File: config.mk
export PLATFORM = sky130hd
export DESIGN_NAME = updown_mod_counter
export DESIGN_NICKNAME = d
export VERILOG_FILES = /design/src/rtl/updown_mod_counter.sv
export SDC_FILE = /design/constraint.sdc
export NUM_CORES = 1
export LEC_CHECK = 0
export ABC_AREA = 1
export CAP_MARGIN = 20
export CORE_ASPECT_RATIO = 0.8
export CORE_MARGIN = 2
export CORE_UTILIZATION = 40
export CTS_CLUSTER_DIAMETER = 150
export DETAILED_ROUTE_END_ITERATION = 8
export HOLD_SLACK_MARGIN = 0.03
export PLACE_DENSITY_LB_ADDON = 0.1
export SKIP_CTS_REPAIR_TIMING = 1
export SYNTH_ARGS = -nofsm -noshare
export SYNTH_HDL_FRONTEND = slang
export SYNTH_SLANG_ARGS = --single-unit
File: constraint.sdc
create_clock -name clk -period 2 [get_ports clk]
set_input_delay 0.4 -clock clk [delete_from_list [all_inputs] [get_ports clk]]
set_output_delay 0.4 -clock clk [all_outputs]
set_load 0.02 [all_outputs]
File: src/rtl/updown_mod_counter.sv
// Up/down modulo counter with load, prescaler, wrap/saturate,
// terminal-count pulse and sticky overflow flag.
module updown_mod_counter #(
    parameter int WIDTH = 8,
    parameter int PRE_W = 4
) (
    input  logic             clk,
    input  logic             reset,
    input  logic             en,
    input  logic             load,
    input  logic [WIDTH-1:0] load_val,
    input  logic             dir,
    input  logic             sat,
    input  logic [WIDTH-1:0] limit,
    input  logic [PRE_W-1:0] prescale,
    input  logic             ovf_clr,
    output logic [WIDTH-1:0] count,
    output logic             tc,
    output logic             ovf
);

    logic [WIDTH-1:0] count_q, count_d;
    logic [PRE_W-1:0] pre_q, pre_d;
    logic             tc_q, tc_d;
    logic             ovf_q, ovf_d;

    logic             pre_hit;
    logic             at_bnd;
    logic [WIDTH-1:0] load_clamp;

    assign pre_hit    = (pre_q == prescale);
    assign load_clamp = (load_val > limit) ? limit : load_val;

    // Up-boundary uses >= so a limit lowered below count still wraps.
    assign at_bnd = dir ? (count_q >= limit) : (count_q == '0);

    always_comb begin
        count_d = count_q;
        pre_d   = pre_q;
        tc_d    = 1'b0;
        ovf_d   = ovf_q & ~ovf_clr;
        if (load) begin
            count_d = load_clamp;
            pre_d   = '0;
        end else if (en) begin
            if (pre_hit) begin
                pre_d = '0;
                if (at_bnd) begin
                    tc_d  = 1'b1;
                    ovf_d = 1'b1;
                    if (!sat) begin
                        count_d = dir ? '0 : limit;
                    end
                end else if (dir) begin
                    count_d = count_q + 1'b1;
                end else begin
                    count_d = count_q - 1'b1;
                end
            end else begin
                pre_d = pre_q + 1'b1;
            end
        end
    end

    always_ff @(posedge clk or posedge reset) begin
        if (reset) begin
            count_q <= '0;
            pre_q   <= '0;
            tc_q    <= 1'b0;
            ovf_q   <= 1'b0;
        end else begin
            count_q <= count_d;
            pre_q   <= pre_d;
            tc_q    <= tc_d;
            ovf_q   <= ovf_d;
        end
    end

    assign count = count_q;
    assign tc    = tc_q;
    assign ovf   = ovf_q;

endmodule

==> run summary, run 1 <==
run metrics: WP buf/inv=1, DP Area=0.00241 mm2, Pwr per Cell Area=602 mW/mm2, Reg area=350 um2, CTS H-tree lvls=1, Tcrit/Tclk final=94.3%, Seq share, synth=19.9%, Final Hold Vio Count=0, drt wl/cell=12.6 um, Ys Warns=0, max-slew violation count=0, Worst setup SP type=input pin, R2R setup slack=160 ps, Synth Register Bits=14, post-synth net total=314, ANT nets after route=0, post-route clock skew=4.82 ps, Multiplexer share=0%, Vias/cell=4.90, # placed instances=384, cell depth of the worst flop-to-flop path=11, non-filler cells in the finished layout=393, CP cell instances=clkdlybuf4s50_1, ha_4, a21oi_2, o21ai_2, nand2_4, nand2_4, nand2_4, nand2_1, nand3_1, nand2_1, nand2_1, nand2_1, Worst Setup End Kind=flip-flop, Top Layout Cells=83 x nand2_1, 38 x nand3_1, 30 x buf_4, CTS sink cnt=14, leak pwr=1.48 nW, initial DRC count=112, Synth Area in Simple Gates=42.8%, Crit. Startpoint=load_val[3], Final Power=1.68 mW, post-synth top area cell=dfrtp_1, cell count along the critical path=12, die width=78.2 um, status=finished clean, setup violators final=0, clock buffer count from CTS=3, synthesized cell area=0.00176 mm2, post-synthesis average cell area=6.69 um2, max_cap viols=0, die area=0.00495 mm2, dominant logic cell type in the layout=nand2_1, Floorplan Utilization=41.9%, most frequent cells after synthesis=86 x nand2_1, 38 x nand3_1, 30 x inv_1, Fill cells=378, HPWL Detailed=3720 um, Dominant combinational family=simple AND/OR/NAND/NOR gates, Syn Inst Count=263, Worst setup endpoint=count[7], fin crit period=1890 ps, Synth top cell by count=nand2_1, worst stage delay on the critical path=530 ps, CTS tree=yes, Arr. time, crit path=2020 ps, Crit-path slowest cell=clkdlybuf4s50_1, worst hold path class=in2async, Dominant cell area share=19.9%, Worst path top cell family by delay=simple AND/OR/NAND/NOR gates, Nets=389, share of cells above drive strength 1=27.7%, Hold WS=514 ps, XOR Share, Synth=4.48%, worst slack at placement=-404 ps, Chip Area, Yosys=0.00176 mm2, Cell area leaders=dfrtp_1 20%, nand2_1 18%, ha_1 16%, nand3_1 11%, inv_1 6.4%, data required time of the critical path=2130 ps, Remaining Overflow, GRT=0, ANT cells=0, I/O Pins=37, crit-path most repeated cell=nand2_1, # Cells Yosys=263, critical path fanouts, max=8, chip height=63.3 um, slew margin rel.=61.7%, Comb area=0.00150 mm2, Clk pin slew, worst setup/hold paths=60 ps, clk ins delay skew pair=240 ps, max FFs per register=8, worst vdd ir=0.453 mV, largest net degree at the start of global routing=15
run 1: routing by layer:
metal  global-route usage (%)  vias to the layer above  part of all wire [%]
met4                     1.32                        0                  0.16
met3                     3.15                        2                   3.8
li1                         -                     1014                     -
met2                     30.3                       36                    45
met1                     29.4                      872                    51
met5                        0                        -                     0
run 1: layout make-up:
cell class	instances	area share (%)
Clock buffer	3	1.48
Multi-Input combinational cell	212	53.9
Sequential cell	14	12.6
Inverter	38	5.97
Timing Repair Buffer	69	23.5
Tap cell	57	2.56
run 1: power breakdown:
part / internal, mW / total [mW] / leakage (nW) / switching [mW]
sequential: 0.321 / 0.402 / 0.180 / 0.0805
clock: 0.133 / 0.230 / 0.0216 / 0.0968
combinational: 0.507 / 1.05 / 1.28 / 0.539
Figure 1. Met1 routing (run 1).
Supply wires on this layer in gray. Cells faint in the background.
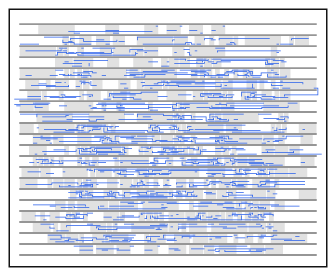
wire length on this layer = 2510 um
main direction = horizontal
share of all routed wire = 51%
met1 Resource Use GR: 29.4%
vias post-DR: 1924
final wirelength: 4940 um

Figure 2. Placement by cell class (run 1).
Scale bar: 20 um.
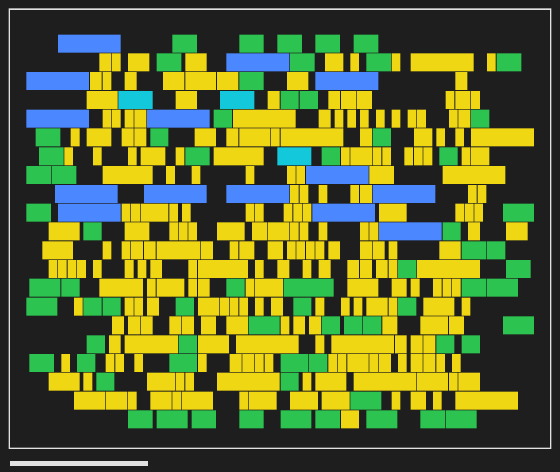
cyan -> clock drivers  # cells 3, share of their area 1.5%
yellow -> combinational and other logic  # cells 250, share of their area 61%
blue -> sequential cells  # cells 14, share of their area 13%
green -> remaining buffers and delay cells  # cells 69, share of their area 24%
Final Util: 66.3%
FP Rows: 21
core footprint: 0.00420 mm2
cell area after layout: 0.00279 mm2
Seq area share: 12.6%

Figure 3. Cells by drive strength (run 1).
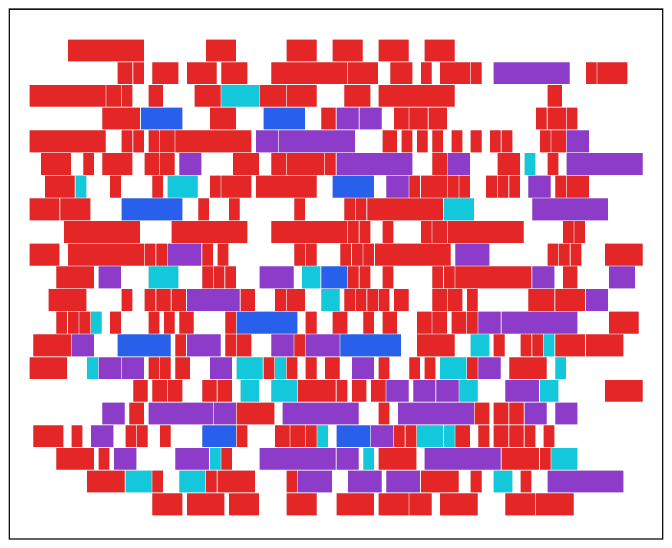
cyan -> _2 cells  # cells 29, share 8.6%
red -> _0 and _1 cells  # cells 243, share 72%
blue -> _6 and larger  # cells 10, share 3.0%
purple -> _3 and _4 cells  # cells 54, share 16%
Syn-to-layout area delta: 58.4%
final worst setup slack: 114 ps
number of non-clock buffers in the layout: 69

Figure 4. Clock routing (run 1).
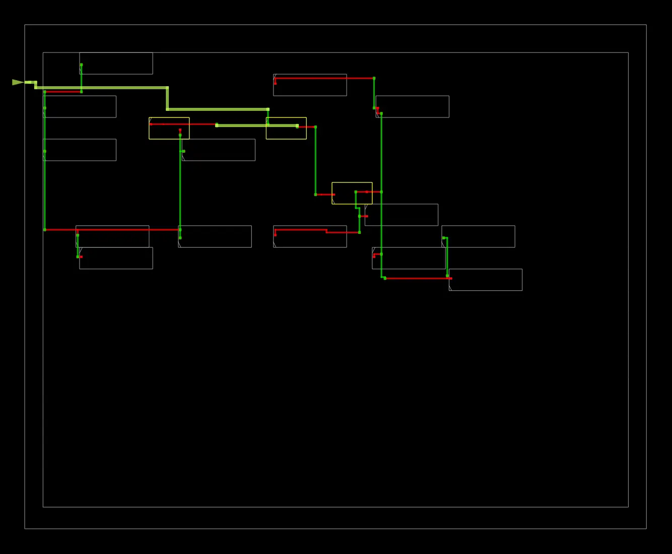

==> run 2: changes to the inputs <==
--- a/config.mk
+++ b/config.mk
@@ -5,7 +5,6 @@
 export SDC_FILE = /design/constraint.sdc
 export NUM_CORES = 1
 export LEC_CHECK = 0
-export ABC_AREA = 1
 export CAP_MARGIN = 20
 export CORE_ASPECT_RATIO = 0.8
 export CORE_MARGIN = 2
@@ -13,7 +12,7 @@
 export CTS_CLUSTER_DIAMETER = 150
 export DETAILED_ROUTE_END_ITERATION = 8
 export HOLD_SLACK_MARGIN = 0.03
-export PLACE_DENSITY_LB_ADDON = 0.1
+export PLACE_DENSITY_LB_ADDON = 0.12
 export SKIP_CTS_REPAIR_TIMING = 1
 export SYNTH_ARGS = -nofsm -noshare
 export SYNTH_HDL_FRONTEND = slang
Figure 5. Clock routing (run 2).
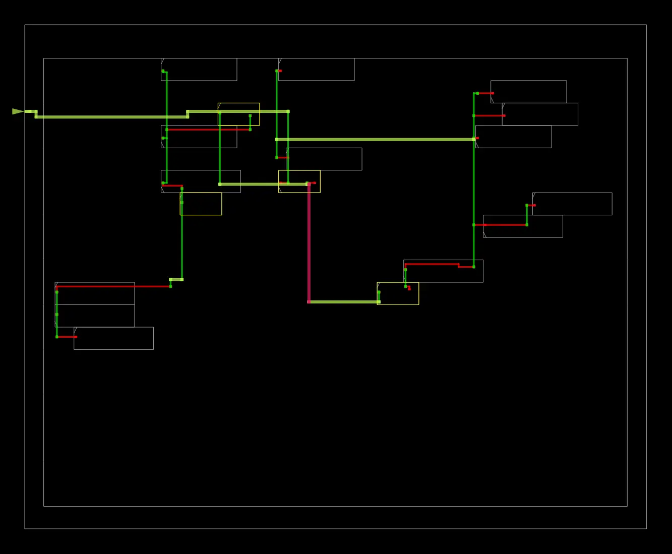
post-route clock skew: 4.13 ps
CTS sink cnt: 14

==> run 2 against run 1 <==
The flow now finishes with violations (setup timing). Clock power is 26% higher. Sequential share of layout area shrank 0.17 points. Critical endpoint is now count[6]. Routed wire length rose by 15%.
==> run summary, run 2 <==
run metrics: status=finished with violations, failing checks=setup timing, Final Hold Vio Count=0, Hold WS=493 ps, Chip Area, Yosys=0.00164 mm2, power in the clock group=290 uW, GR peak layer=met2, CTS H-tree lvls=1, R2R setup slack=-270 ps, max_cap viols=0, slew margin rel.=61.0%, final wirelength=5690 um, cell depth of the worst flop-to-flop path=7, Worst Setup End Kind=flip-flop, chip height=61.2 um, post-synth net total=232, Fill cells=263, ANT cells=0, FP Rows=20, XOR Share, Synth=4.82%, share of cells above drive strength 1=45.4%, worst hold path class=reg2reg, Crit. Startpoint=count[6], Synth Area in Simple Gates=14.6%, DP Area=0.00250 mm2, GRT met2 Usage=39.5%, non-filler cells in the finished layout=326, worst vdd ir=0.488 mV, Syn Inst Count=181, most frequent cells after synthesis=23 x ha_1, 16 x a21oi_1, 16 x inv_1, CP cell instances=or4_4, o21ai_4, o211ai_1, buf_4, buf_6, a211o_1, a22o_1, GR Util met3=4.75%, total sequential power=412 uW, cell area after layout=0.00290 mm2, Seq pwr share=19.4%, clock network power share=13.6%, Int Pwr=1.25 mW, leak pwr=1.38 nW, data required time of the critical path=2140 ps, core footprint=0.00385 mm2, CTS tree=yes, Nets=323, worst stage delay on the critical path=550 ps, final worst setup slack=-275 ps, die width=75.5 um, Remaining Overflow, GRT=0, I/O Pins=37, clk ins delay skew pair=250 ps, post-synth top area cell=dfrtp_1, combinational gate power=1.43 mW, ANT nets after route=0, Synth top cell by count=ha_1, wl on met1=2580 um, switching share of power=41.1%, Top Layout Cells=48 x buf_4, 19 x clkdlybuf4s50_1, 17 x dlymetal6s2s_1, Combinational Power Share=67.0%, Worst setup SP type=flip-flop, drt wl/cell=17.5 um, Pwr per Cell Area=734 mW/mm2, Multiplexer share=6.96%, Synth Register Bits=14, Vias/cell=5.57, Tcrit/Tclk final=114%, Clk pin slew, worst setup/hold paths=60 ps, setup violators final=9, max FFs per register=8, # Cells Yosys=181
run 2: cell count changes after synthesis, moves of 5 or more:
cell / before / now
nand2_1: 86 / 8
nand3_1: 38 / 2
inv_1: 30 / 16
mux2i_1: 0 / 8
o21ai_0: 0 / 8
nor2_1: 12 / 5
a211oi_1: 0 / 6
inv_2: 5 / 0
run 2: layout make-up:
class | instances | area, um2 | area share, %
Clock buffer | 4 | 55.1 | 1.90
Sequential cell | 14 | 359 | 12.4
Timing Repair Buffer | 91 | 851 | 29.4
Inverter | 16 | 66.3 | 2.29
Multi-Input combinational cell | 146 | 1500 | 51.7
Tap cell | 55 | 68.8 | 2.37
run 2: critical path, delay by kind of cell, from the launching register on:
kind	cells	cell delay [ps]
AND-OR/OR-AND	4	810
flip-flops	1	460
AND/OR/NAND/NOR	1	550
buffers and inverters	2	340
No activity file was given, so power comes from the tool's default toggle rates.
